`src/rtl/rs_entry_table.sv`:
```
// -----------------------------------------------------------------------------
// rs_entry_table
// Reservation-station entry array. Accepts one dispatched op per cycle into the
// one-hot entry chosen upstream, captures missing operands from the common data
// bus, and issues the lowest-index ready entry to the execution unit over a
// valid/ready handshake.
//
// Ports
//   clk_i, rst_ni                 clock (rising edge), async active-low reset
//   flush_i                       synchronous squash of every entry
//   alloc_i, alloc_sel_i          dispatch request and its one-hot target entry
//   op_i, dst_tag_i               opcode / destination tag of the dispatched op
//   src{1,2}_rdy/tag/val_i        per-source readiness, producer tag, value
//   cdb_valid_i/tag_i/data_i      result broadcast
//   entry_free_o, full_o          per-entry free vector, no entry free
//   issue_valid_o, issue_ready_i  issue handshake
//   issue_op/dst_tag/src1/src2_o  fields of the issuing entry (0 when idle)
//
// Entry state table
//   state    | meaning
//   ST_FREE  | entry empty, may be allocated
//   ST_WAIT  | holds an op, at least one source still waiting on the CDB
//   ST_READY | holds an op with both sources captured, eligible for issue
// -----------------------------------------------------------------------------
module rs_entry_table #(
  parameter int NUM_ENTRIES = 4,
  parameter int TAG_W       = 4,
  parameter int DATA_W      = 32,
  parameter int OP_W        = 4,
  // Enables the simulation check on dropped allocation requests.
  parameter bit ALLOC_CHECK = 1'b1
) (
  input  logic                   clk_i,
  input  logic                   rst_ni,
  input  logic                   flush_i,
  input  logic                   alloc_i,
  input  logic [NUM_ENTRIES-1:0] alloc_sel_i,
  input  logic [OP_W-1:0]        op_i,
  input  logic [TAG_W-1:0]       dst_tag_i,
  input  logic                   src1_rdy_i,
  input  logic [TAG_W-1:0]       src1_tag_i,
  input  logic [DATA_W-1:0]      src1_val_i,
  input  logic                   src2_rdy_i,
  input  logic [TAG_W-1:0]       src2_tag_i,
  input  logic [DATA_W-1:0]      src2_val_i,
  input  logic                   cdb_valid_i,
  input  logic [TAG_W-1:0]       cdb_tag_i,
  input  logic [DATA_W-1:0]      cdb_data_i,
  output logic [NUM_ENTRIES-1:0] entry_free_o,
  output logic                   full_o,
  output logic                   issue_valid_o,
  input  logic                   issue_ready_i,
  output logic [OP_W-1:0]        issue_op_o,
  output logic [TAG_W-1:0]       issue_dst_tag_o,
  output logic [DATA_W-1:0]      issue_src1_o,
  output logic [DATA_W-1:0]      issue_src2_o
);

  localparam int IDX_W = (NUM_ENTRIES > 1) ? $clog2(NUM_ENTRIES) : 1;

  typedef enum logic [1:0] {
    ST_FREE  = 2'd0,
    ST_WAIT  = 2'd1,
    ST_READY = 2'd2
  } entry_state_e;

  entry_state_e      state_q [NUM_ENTRIES];
  logic [OP_W-1:0]   op_q    [NUM_ENTRIES];
  logic [TAG_W-1:0]  dst_q   [NUM_ENTRIES];
  logic              rdy1_q  [NUM_ENTRIES];
  logic [TAG_W-1:0]  tag1_q  [NUM_ENTRIES];
  logic [DATA_W-1:0] val1_q  [NUM_ENTRIES];
  logic              rdy2_q  [NUM_ENTRIES];
  logic [TAG_W-1:0]  tag2_q  [NUM_ENTRIES];
  logic [DATA_W-1:0] val2_q  [NUM_ENTRIES];

  logic [NUM_ENTRIES-1:0] busy;
  logic [NUM_ENTRIES-1:0] cand;
  logic [NUM_ENTRIES-1:0] wake1;
  logic [NUM_ENTRIES-1:0] wake2;
  logic [NUM_ENTRIES-1:0] alloc_we;
  logic [NUM_ENTRIES-1:0] issue_hit;

  logic             sel_onehot;
  logic             alloc_ok;
  logic             issue_valid;
  logic [IDX_W-1:0] issue_idx;
  logic             issue_fire;

  // Dispatch-time operand resolution, including same-cycle CDB bypass.
  logic              byp1, byp2;
  logic              in_rdy1, in_rdy2;
  logic [DATA_W-1:0] in_val1, in_val2;

  always_comb begin
    busy  = '0;
    cand  = '0;
    wake1 = '0;
    wake2 = '0;
    for (int i = 0; i < NUM_ENTRIES; i++) begin
      busy[i]  = (state_q[i] != ST_FREE);
      cand[i]  = (state_q[i] == ST_READY);
      // Only waiting entries listen to the bus; a ready source never re-captures.
      wake1[i] = (state_q[i] == ST_WAIT) && !rdy1_q[i] && cdb_valid_i &&
                 (tag1_q[i] == cdb_tag_i);
      wake2[i] = (state_q[i] == ST_WAIT) && !rdy2_q[i] && cdb_valid_i &&
                 (tag2_q[i] == cdb_tag_i);
    end
  end

  // Allocation is honoured only for an exactly one-hot select hitting a free entry.
  assign sel_onehot = (alloc_sel_i != '0) &&
                      ((alloc_sel_i & (alloc_sel_i - NUM_ENTRIES'(1))) == '0);
  assign alloc_ok   = alloc_i && sel_onehot && ((alloc_sel_i & ~busy) != '0);
  assign alloc_we   = alloc_ok ? alloc_sel_i : '0;

  assign byp1    = !src1_rdy_i && cdb_valid_i && (cdb_tag_i == src1_tag_i);
  assign byp2    = !src2_rdy_i && cdb_valid_i && (cdb_tag_i == src2_tag_i);
  assign in_rdy1 = src1_rdy_i || byp1;
  assign in_rdy2 = src2_rdy_i || byp2;
  assign in_val1 = src1_rdy_i ? src1_val_i : (byp1 ? cdb_data_i : '0);
  assign in_val2 = src2_rdy_i ? src2_val_i : (byp2 ? cdb_data_i : '0);

  // Lowest-index ready entry wins; scanning downward lets the lowest overwrite.
  always_comb begin
    issue_valid = 1'b0;
    issue_idx   = '0;
    for (int i = NUM_ENTRIES - 1; i >= 0; i--) begin
      if (cand[i]) begin
        issue_valid = 1'b1;
        issue_idx   = IDX_W'(i);
      end
    end
  end

  assign issue_fire = issue_valid && issue_ready_i;

  always_comb begin
    issue_hit = '0;
    for (int i = 0; i < NUM_ENTRIES; i++) begin
      issue_hit[i] = issue_fire && (issue_idx == IDX_W'(i));
    end
  end

  always_ff @(posedge clk_i or negedge rst_ni) begin
    if (!rst_ni) begin
      for (int i = 0; i < NUM_ENTRIES; i++) begin
        state_q[i] <= ST_FREE;
        op_q[i]    <= '0;
        dst_q[i]   <= '0;
        rdy1_q[i]  <= 1'b0;
        tag1_q[i]  <= '0;
        val1_q[i]  <= '0;
        rdy2_q[i]  <= 1'b0;
        tag2_q[i]  <= '0;
        val2_q[i]  <= '0;
      end
    end else if (flush_i) begin
      // Flush overrides allocation, wakeup and issue in the same cycle.
      for (int i = 0; i < NUM_ENTRIES; i++) begin
        state_q[i] <= ST_FREE;
        rdy1_q[i]  <= 1'b0;
        rdy2_q[i]  <= 1'b0;
      end
    end else begin
      for (int i = 0; i < NUM_ENTRIES; i++) begin
        case (state_q[i])
          ST_FREE: begin
            if (alloc_we[i]) begin
              op_q[i]    <= op_i;
              dst_q[i]   <= dst_tag_i;
              rdy1_q[i]  <= in_rdy1;
              tag1_q[i]  <= src1_tag_i;
              val1_q[i]  <= in_val1;
              rdy2_q[i]  <= in_rdy2;
              tag2_q[i]  <= src2_tag_i;
              val2_q[i]  <= in_val2;
              state_q[i] <= (in_rdy1 && in_rdy2) ? ST_READY : ST_WAIT;
            end
          end
          ST_WAIT: begin
            if (wake1[i]) begin
              rdy1_q[i] <= 1'b1;
              val1_q[i] <= cdb_data_i;
            end
            if (wake2[i]) begin
              rdy2_q[i] <= 1'b1;
              val2_q[i] <= cdb_data_i;
            end
            if ((rdy1_q[i] || wake1[i]) && (rdy2_q[i] || wake2[i])) begin
              state_q[i] <= ST_READY;
            end
          end
          ST_READY: begin
            if (issue_hit[i]) begin
              state_q[i] <= ST_FREE;
              rdy1_q[i]  <= 1'b0;
              rdy2_q[i]  <= 1'b0;
            end
          end
          default: state_q[i] <= ST_FREE;
        endcase
      end
    end
  end

  assign entry_free_o    = ~busy;
  assign full_o          = &busy;
  assign issue_valid_o   = issue_valid;
  assign issue_op_o      = issue_valid ? op_q[issue_idx]   : '0;
  assign issue_dst_tag_o = issue_valid ? dst_q[issue_idx]  : '0;
  assign issue_src1_o    = issue_valid ? val1_q[issue_idx] : '0;
  assign issue_src2_o    = issue_valid ? val2_q[issue_idx] : '0;

  // A dropped request points at an upstream selection bug; a flushed cycle is
  // an intentional drop and is not reported.
  always_ff @(posedge clk_i) begin
    if (ALLOC_CHECK && rst_ni && alloc_i && !flush_i) begin
      assert (alloc_ok)
        else $error("rs_entry_table: alloc dropped, sel=%b busy=%b", alloc_sel_i, busy);
    end
  end

endmodule

```
`config.mk`:
```
export PLATFORM = sky130hd
export DESIGN_NAME = rs_entry_table
export DESIGN_NICKNAME = d
export VERILOG_FILES = /design/src/rtl/rs_entry_table.sv
export SDC_FILE = /design/constraint.sdc
export NUM_CORES = 1
export LEC_CHECK = 0
export CAP_MARGIN = 30
export CORE_ASPECT_RATIO = 1.5
export CORE_MARGIN = 4
export CORE_UTILIZATION = 35
export DETAILED_ROUTE_END_ITERATION = 10
export SKIP_LAST_GASP = 1
export SYNTH_ARGS = -nofsm -noshare
export SYNTH_HDL_FRONTEND = slang
export SYNTH_SLANG_ARGS = --single-unit
export TNS_END_PERCENT = 5
```
`constraint.sdc`:
```
create_clock -name clk_i -period 5.5 [get_ports clk_i]
set_input_delay 0.55 -clock clk_i [delete_from_list [all_inputs] [get_ports clk_i]]
set_output_delay 0.55 -clock clk_i [all_outputs]
set_load 0.01 [all_outputs]
```
### Track usage over the die, run 1

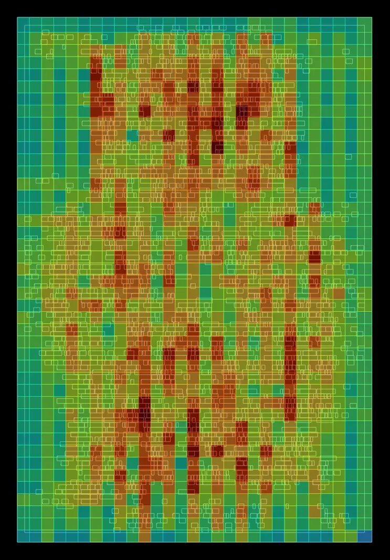
global routing usage on met1: 24.4%
met3 usage in global routing: 2.61%
Wirelength per Cell: 20.7 microns

### Local utilization, run 1

Bar = 50 microns. The die is cut into 20 by 30 equal tiles; black is low, pale yellow is high, 0 to 100% covered.
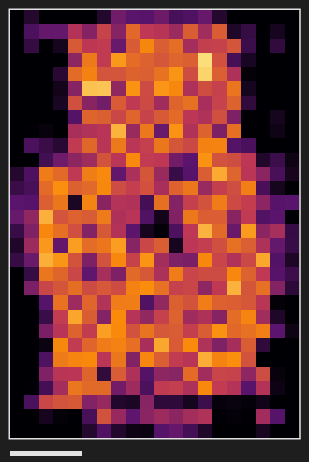
mean over tiles: 38%
tiles over 75% full: 5.2%
densest ninth of the die: top middle
fullest tile: 93%

### Wiring heat map, run 1

Bar = 50 microns. The die is cut into 20 by 30 equal tiles; black is low, pale yellow is high, scaled to the fullest tile. Values are wire area over tile area, all layers added.
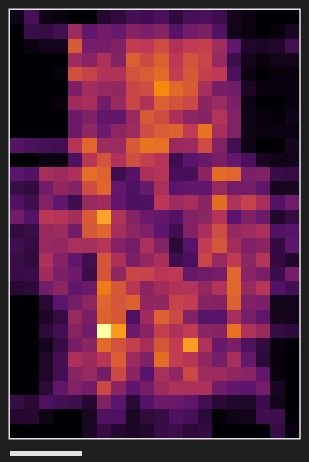
densest ninth of the die: top middle
mean over tiles: 0.16
nearly empty tiles: 12%
fullest tile: 0.57

### The metal 2 layer, run 1

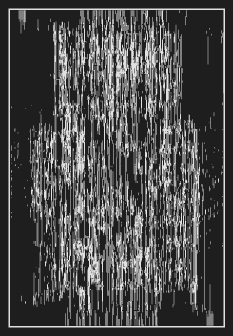
wire length on this layer: 30.9 mm
main direction: vertical

==> flow_summary.toml, run 1 <==
# synthesis and place-and-route metrics
[clocking]
cts_tree = "yes"
ctsResizeCount = 0
ctsLongestPathBuffers = 3
htree_levels = 2
clockRootBuffer = "clkbuf_16"
clock_sinks = 336

[logic_synthesis]
synth.area.top_cells = "dfrtp_1, mux2i_1, o21ai_0, inv_1, a211oi_1"
synthFlopType = "dfrtp_1"
syn_area_sq_mm = 0.0197
yosysTopAreaCellShare_pct = 42.8
synth_flops = 336
synthDistinctLibCells = 59
yosysTopAreaCell = "dfrtp_1"
synth_cells = 2130
avgSynthCellArea_sq_um = 9.23
most_common_cell = "dfrtp_1"
async_flop_share_pct = 100
syn_nets = 2270
yosys_warnings = 0

[worst_setup_path]
r2r_end = "val2_q[72]"
worst-path-stages = 8
path_common_cell = "a211oi_1"
crit_chain = "inv_1 > ha_4 > buf_4 > a211oi_1 > a211oi_1 > a21oi_1 > nor2_1 > clkdlybuf4s50_1"
cp.arrival_ps = 3790
rrSetupSlack_ps = 2130
startpoint_type = "flip-flop"
startpoint = "state_q[2]"
worst_ep_required_time_ps = 4950
path_buffers = 3
path_class = "flip-flop to primary output"
critPathCapture = "issue_src2_o[17]"
crit_path_end_kind = "primary output"

[flow_run]
maxCapViolations = 0
openroad.warnings = 40

[grt]
track_usage_pct = 20.0
grt_pass1_wl_mm = 96.3
grt_max_degree = 175
gr-total-overflow = 0

[floorplan]
dieArea_sq_mm = 0.0601
ios = 206
core.rowCount = 106
dieWidth_microns = 202

[detailed_routing]
routed_via_density = 5.38
drcViolationCount = 0
drtAntennaViolNets = 0
drt_wl_total_mm = 61.7
drt-pass1-iter-count = 6

[sta]
maxSlewViolCount = 0
period_needed_ps = 4340
fmax_mhz = 230
setup_viol = 0
worstMarginPinSlew_ps = 1080
rsz0062_at_grt = "no"
clock-skew-final_ps = 13.5

[place]
dpl.hpwl_mm = 39.7

[layout]
syn2layout_area_growth_pct = 19.9
utilization_pct = 42.3

[power]
power.density_mw_per_mm2 = 556
vdd_drop_max_uv = 398
power.total_mw = 13.1
p_leak_nw = 10.9

[outcome]
outcome = "complete, no violations"
run 1: state kept, by name, summed over array words and instances, names as in the netlist:
signal   flops
val1_q     128
val2_q     128
dst_q       16
op_q        16
tag1_q      16
tag2_q      16
state_q      8
rdy1_q       4
rdy2_q       4
run 1: metrics by stage:
step	hold WS (ps)	instance area (sq um)	setup slack, ps	cells
after floorplan	254	19700	2930	2130
after global placement	466	22300	1660	2911
after detailed placement	475	22400	1660	2914
after CTS	100	23600	1170	2978
after global routing	136	23600	958	2979
final	66.5	23600	1160	2979
run 1: per-layer routing:
metal / share of wire (%) / vias up / global-route usage, %
li1: - / 7574 / -
met1: 41 / 7928 / 24.4
met2: 50 / 400 / 35.2
met3: 4.1 / 127 / 2.61
met4: 4.7 / 0 / 9.10
met5: 0 / - / 0
run 1: cell type report:
type,count,area (sq um)
fill,5465,32100
clock buffer,52,1050
sequential,336,8410
timing repair buffer,236,2360
inverter,270,1010
clock inverter,12,141
multi-input combinational,1371,9720
tap,702,878
run 1: placed cells by master (no fill, tap or decap), drive strengths merged, types with 14 or more instances in the layout:
cell           instances
nor3                  18
nand2b               130
o21ai                279
nor2                 173
a22o                  68
buf                   34
dfrtp                336
a21oi                 89
clkdlybuf4s50        202
inv                  269
mux2                  64
nand3                 14
xnor2                 22
clkbuf                52
xor2                  19
nand2                 27
mux2i                266
a211oi               132
run 1: report_power, final:
part,internal (mW),switching [mW]
Sequential,3.63,0.502
Combinational,2.74,3.76
Clock,1.47,1.02
Total,7.84,5.28
run 1: how the worst min path moves through the flow:
| stage | endpoint | cells past startpoint | slack (ps) |
|---|---|---|---|
| global route | val2_q[79] | 1 | 140 |
| floorplan | dst_q[0] | 0 | 250 |
| global placement | op_q[1] | 1 | 470 |
| CTS | val1_q[111] | 1 | 100 |
| detailed placement | dst_q[11] | 1 | 480 |
| finish | val2_q[79] | 1 | 70 |
run 1: cell families after synthesis:
kind of cell	count (synthesis)	synth area share, %
AND-OR/OR-AND	598	18.9
XOR/XNOR	41	1.83
adder cells (fa/ha/maj)	12	0.764
buffers and inverters	423	8.67
flip-flops	336	42.8
multiplexers	330	17.2
AND/OR/NAND/NOR	390	9.86
### M1 wires, run 1

Bar = 50 microns.
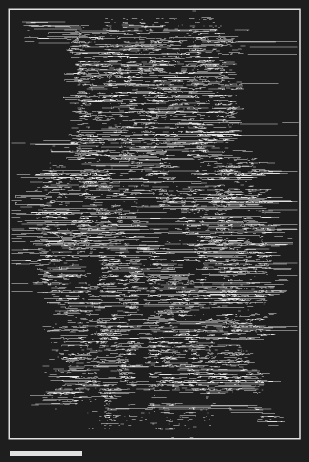

==> run 2: changes to the inputs <==
==> constraint.sdc (replaced) <==
create_clock -name clk_i -period 4.3 [get_ports clk_i]
set_input_delay 0.43 -clock clk_i [delete_from_list [all_inputs] [get_ports clk_i]]
set_output_delay 0.43 -clock clk_i [all_outputs]
set_load 0.01 [all_outputs]
### M1 wires, run 2

Bar = 50 microns.
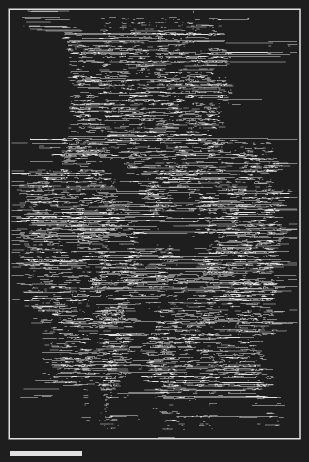
longest straight run: 91.1 microns
main direction: horizontal
wire length on this layer: 24.9 mm

==> flow_summary.toml, run 2 <==
# synthesis and place-and-route metrics
[grt]
met1_usage_pct = 24.4
grtUsageMet3_pct = 2.75
grt_pass1_wl_mm = 97.2
grt_max_degree = 114
track_usage_pct = 20.1
gr-max-usage-layer = "met2"
gr-total-overflow = 0

[detailed_routing]
wl_per_cell_microns = 20.6
drt_wl_total_mm = 61.7
routed_via_density = 5.37
drt-pass1-iter-count = 8

[outcome]
outcome = "complete, but fails checks"
violations = "negative hold slack"

[place]
pre_cts_ws_ps = 721
dpl.hpwl_mm = 41.1
dp_cells = 2925
place_area_sq_mm = 0.0224

[sta]
fin_ws_ps = 304
period_needed_ps = 4000
setup_viol = 0
fmax_mhz = 250
finalHoldViolCount = 9
rsz0062_at_grt = "no"
worstMarginPinSlew_ps = 1020
hold-worst-slack_ps = -55.1
clock-skew-final_ps = 14.2
maxSlewViolCount = 0

[flow_run]
openroad.warnings = 36
maxCapViolations = 0

[layout]
finalNonFillerCells = 2992
final_cell_mix = "dfrtp_1, inv_1, mux2i_1"
syn2layout_area_growth_pct = 20.9
final_common_cell = "dfrtp_1"
utilization_pct = 42.7
reg.largest.list = "val1_q (128), val2_q (128)"

[worst_setup_path]
crit_chain = "inv_1 > ha_4 > buf_6 > nor2_1 > a211oi_1 > a211oi_1 > a21oi_1 > nor2_1 > clkdlybuf4s50_1"
worst_ep_required_time_ps = 3870
cp_max_fo = 60
startpoint_type = "flip-flop"
path_class = "flip-flop to primary output"
path_buffers = 3
crit_path_end_kind = "primary output"

[power]
vdd_drop_max_uv = 353
power.density_mw_per_mm2 = 716
p_leak_nw = 11.0
power.total_mw = 17.0

[logic_synthesis]
synth.area.top_cells = "dfrtp_1, mux2i_1, o21ai_0, inv_1, a211oi_1"
async_flop_share_pct = 100
most_common_cell = "dfrtp_1"
avgSynthCellArea_sq_um = 9.23
yosys_warnings = 0
edf_count = 0
synthDistinctLibCells = 59
synth_cells = 2130
synth_stat.cells = 2130
yosysTopAreaCell = "dfrtp_1"
syn_nets = 2270
synth_flops = 336
yosysTopAreaCellShare_pct = 42.8

[clocking]
cts_tree = "yes"
htree_levels = 2
cts.reportedPaths.clkPinSlew_ps = 60
clockRootBuffer = "clkbuf_16"
clock_sinks = 336
ctsLongestPathBuffers = 3

[floorplan]
dieArea_sq_mm = 0.0601
ios = 206
dieWidth_microns = 202
### Local utilization, run 2

Bar = 50 microns. The die is cut into 20 by 30 equal tiles; black is low, pale yellow is high, 0 to 100% covered.
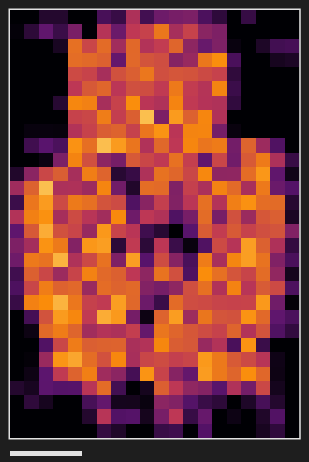
emptiest ninth of the die: top right
nearly empty tiles: 18%
mean over tiles: 38%
fullest tile: 86%
tiles over 75% full: 6.3%

run 2: final timing paths:
kind                             from              end  slack (ps)  cells past startpoint
max in group asynchronous      rst_ni        tag2_q[3]        3210                      2
min in group clk_i           dst_q[5]         dst_q[5]         490                      1
max                        state_q[2]  issue_src1_o[0]         300                      9
max reg2reg                state_q[6]        val2_q[7]        1070                      9
min reg2reg                  dst_q[5]         dst_q[5]         490                      1
min                            rst_ni       val1_q[79]         -60                      1
run 2: final cells by class:
class,count,area [sq um]
clock inverters,12,169
flip-flops and latches,336,8410
clock buffers,54,1160
well taps,702,878
inverters,270,1010
fillers,5440,31900
diodes,1,2.50
repair buffers,246,2420
multi-input cells,1371,9720
run 2: per-layer routing:
layer,routed length (microns),vias to the layer above
met5,13,-
met4,2620,2
met3,2660,134
met2,31500,407
met1,24900,7939
li1,-,7587
run 2: what timing repair did:
item	CTS	global route
endpoints found under the hold margin	0	0
resized	0	1
endpoints found under the setup margin	0	1
setup buffers	0	0
run 2: cells by family after synthesis:
logic type               count (synthesis)  share of synthesized area (%)
flip-flops                             336                           42.8
AND/OR/NAND/NOR                        390                           9.86
AND-OR/OR-AND                          598                           18.9
adder cells (fa/ha/maj)                 12                          0.764
buffers and inverters                  423                           8.67
XOR/XNOR                                41                           1.83
multiplexers                           330                           17.2
run 2: report_power, final:
part	internal [mW]	leakage [nW]	switching (mW)	total (mW)
clock	2.12	0.655	1.35	3.47
combinational	3.51	6.21	4.76	8.27
sequential	4.64	4.16	0.649	5.29
==> run 3: changes to the inputs <==
--- a/config.mk
+++ b/config.mk
@@ -10,6 +10,7 @@
 export CORE_MARGIN = 4
 export CORE_UTILIZATION = 35
 export DETAILED_ROUTE_END_ITERATION = 10
+export GPL_ROUTABILITY_DRIVEN = 0
 export SKIP_LAST_GASP = 1
 export SYNTH_ARGS = -nofsm -noshare
 export SYNTH_HDL_FRONTEND = slang
### Local utilization, run 3

Bar = 50 microns. The die is cut into 20 by 30 equal tiles; black is low, pale yellow is high, 0 to 100% covered.
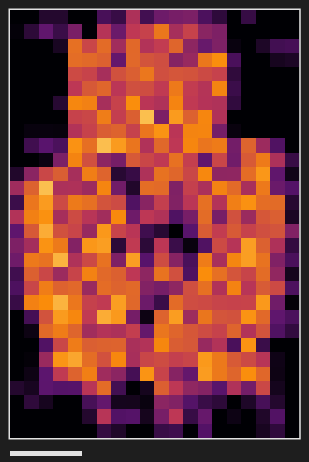
FP Util: 35.3%
core area: 0.0557 sq mm
Core Util, Final: 42.7%

==> flow_summary.toml, run 3 <==
# synthesis and place-and-route metrics
[outcome]
outcome = "complete, but fails checks"
violations = "negative hold slack"

[worst_setup_path]
rrSetupSlack_ps = 1070
path_class = "flip-flop to primary output"
crit_chain = "inv_1 > ha_4 > buf_6 > nor2_1 > a211oi_1 > a211oi_1 > a21oi_1 > nor2_1 > clkdlybuf4s50_1"
worst_ep_required_time_ps = 3870
cp_max_fo = 60
crit_path_end_kind = "primary output"

[logic_synthesis]
synth_flops = 336
aoi_share_pct = 18.9
synth_stat.cells = 2130
most_common_cell = "dfrtp_1"
synthDistinctLibCells = 59
yosysTopAreaCell = "dfrtp_1"
syn_nets = 2270
synth.area.top_cells = "dfrtp_1, mux2i_1, o21ai_0, inv_1, a211oi_1"
muxShareOfSynthArea_pct = 17.2
async_flop_share_pct = 100
yosys_warnings = 0
yosysTopAreaCellShare_pct = 42.8
logic_family = "AND-OR/OR-AND gates"
synth_cells = 2130
ys_sh_simple_pct = 9.86

[power]
netSwitchingPower_mw = 6.76
sw_frac_of_total_pct = 39.7
pwr-share-comb_pct = 48.6
p_int_mw = 10.3
vdd_drop_max_uv = 353
p_leak_nw = 11.0
pwr-share-clk_pct = 20.4
power.density_mw_per_mm2 = 716

[sta]
period_needed_ps = 4000
finalHoldViolCount = 9
rsz0062_at_grt = "no"
setup_viol = 0
clock-skew-final_ps = 14.2
maxSlewViolCount = 0
hold-worst-slack_ps = -55.1

[clocking]
htree_levels = 2
clockRootBuffer = "clkbuf_16"
cts_tree = "yes"
ctsLongestPathBuffers = 3
cts.reportedPaths.clkPinSlew_ps = 60
clock_sinks = 336
postCtsSetupBuffers = 0

[flow_run]
openroad.warnings = 36

[detailed_routing]
drt-pass1-iter-count = 8
wl_per_cell_microns = 20.6
routed_via_density = 5.37

[place]
dpl.hpwl_mm = 41.1

[layout]
final_cell_mix = "dfrtp_1, inv_1, mux2i_1"
n_fill_cell = 5440
reg.largest.list = "val1_q (128), val2_q (128)"
syn2layout_area_growth_pct = 20.9

[grt]
track_usage_pct = 20.1
grt_max_degree = 114

[floorplan]
ios = 206
dieWidth_microns = 202
### M1 wires, run 3

Bar = 50 microns.
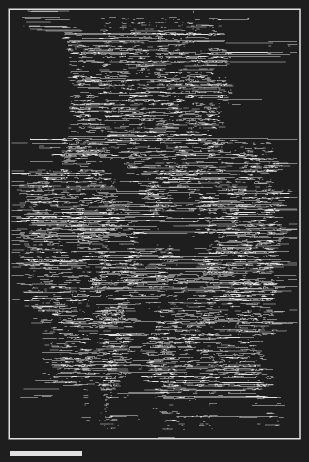
main direction: horizontal
share of all routed wire: 40%
wire length on this layer: 24.9 mm
Detailed Route WL: 61.7 mm
global routing usage on met1: 24.4%
DR vias: 16100

## run 3: final cells by class
cell class / instances / area (sq um) / area share [%]
Antenna cell: 1 / 2.50 / 0.0105
Multi-Input combinational cell: 1371 / 9720 / 40.9
Clock buffer: 54 / 1160 / 4.90
Tap cell: 702 / 878 / 3.69
Timing Repair Buffer: 246 / 2420 / 10.2
Inverter: 270 / 1010 / 4.26
Sequential cell: 336 / 8410 / 35.4
Clock inverter: 12 / 169 / 0.710
## run 3: per-layer routing
| layer | vias up | part of all wire, % | GRT usage, % |
|---|---|---|---|
| li1 | 7587 | - | - |
| met1 | 7939 | 40 | 24.4 |
| met2 | 407 | 51 | 35.6 |
| met3 | 134 | 4.3 | 2.75 |
| met4 | 2 | 4.3 | 8.63 |
| met5 | - | 0.021 | 0 |
## run 3: final timing paths
check                            from              end  cells after the start
max in group asynchronous      rst_ni        tag2_q[3]                      2
setup / recovery           state_q[2]  issue_src1_o[0]                      9
min in group clk_i           dst_q[5]         dst_q[5]                      1
hold / removal                 rst_ni       val1_q[79]                      1
setup reg to reg           state_q[6]        val2_q[7]                      9
hold reg to reg              dst_q[5]         dst_q[5]                      1
## run 3: kinds of logic (layout without fill, tap and decap cells)
logic type,after synthesis,count (layout)
adders and majority gates,12,12
muxes,330,330
buffers and inverters,423,582
and+or+nand+nor,390,390
xor gates and xnor gates,41,41
DFF,336,336
other,0,1
AOI/OAI and AO/OA,598,598
## run 3: repair_timing
item / in CTS / in global routing
resized: 0 / 1
endpoints found under the setup margin: 0 / 1
hold buffers: 0 / 0
## run 3: stage by stage
stage          hold WS [ps]  instances  instance area (sq um)  setup WS, ps  power [mW]
4_1_cts                30.1       2991                  23800           124        17.2
2_1_floorplan           134       2130                  19700          1850        10.5
6_report              -55.1       2992                  23800           304        17.0
3_5_place_dp            475       2925                  22400           721        13.7
5_1_grt                33.2       2992                  23800           130        18.3
3_3_place_gp            466       2923                  22400           698        13.4
## run 3: worst max-delay path: cells and delay by family, from the launching register on
family / cells / cell delay [ps]
adders and majority gates: 1 / 500
buffers and inverters: 3 / 1150
DFF: 1 / 420
AOI/OAI and AO/OA: 3 / 710
and+or+nand+nor: 2 / 210
## run 3: power groups by stage
stage               Clock (mW)  Combinational (mW)  Sequential [mW]
floorplan                    0                5.39             5.14
global placement             0                8.15             5.26
detailed placement           0                8.36             5.33
CTS                       3.56                8.40             5.28
global route              3.67                9.18             5.45
finish                    3.47                8.27             5.29
Power and IR drop assume default switching activity.
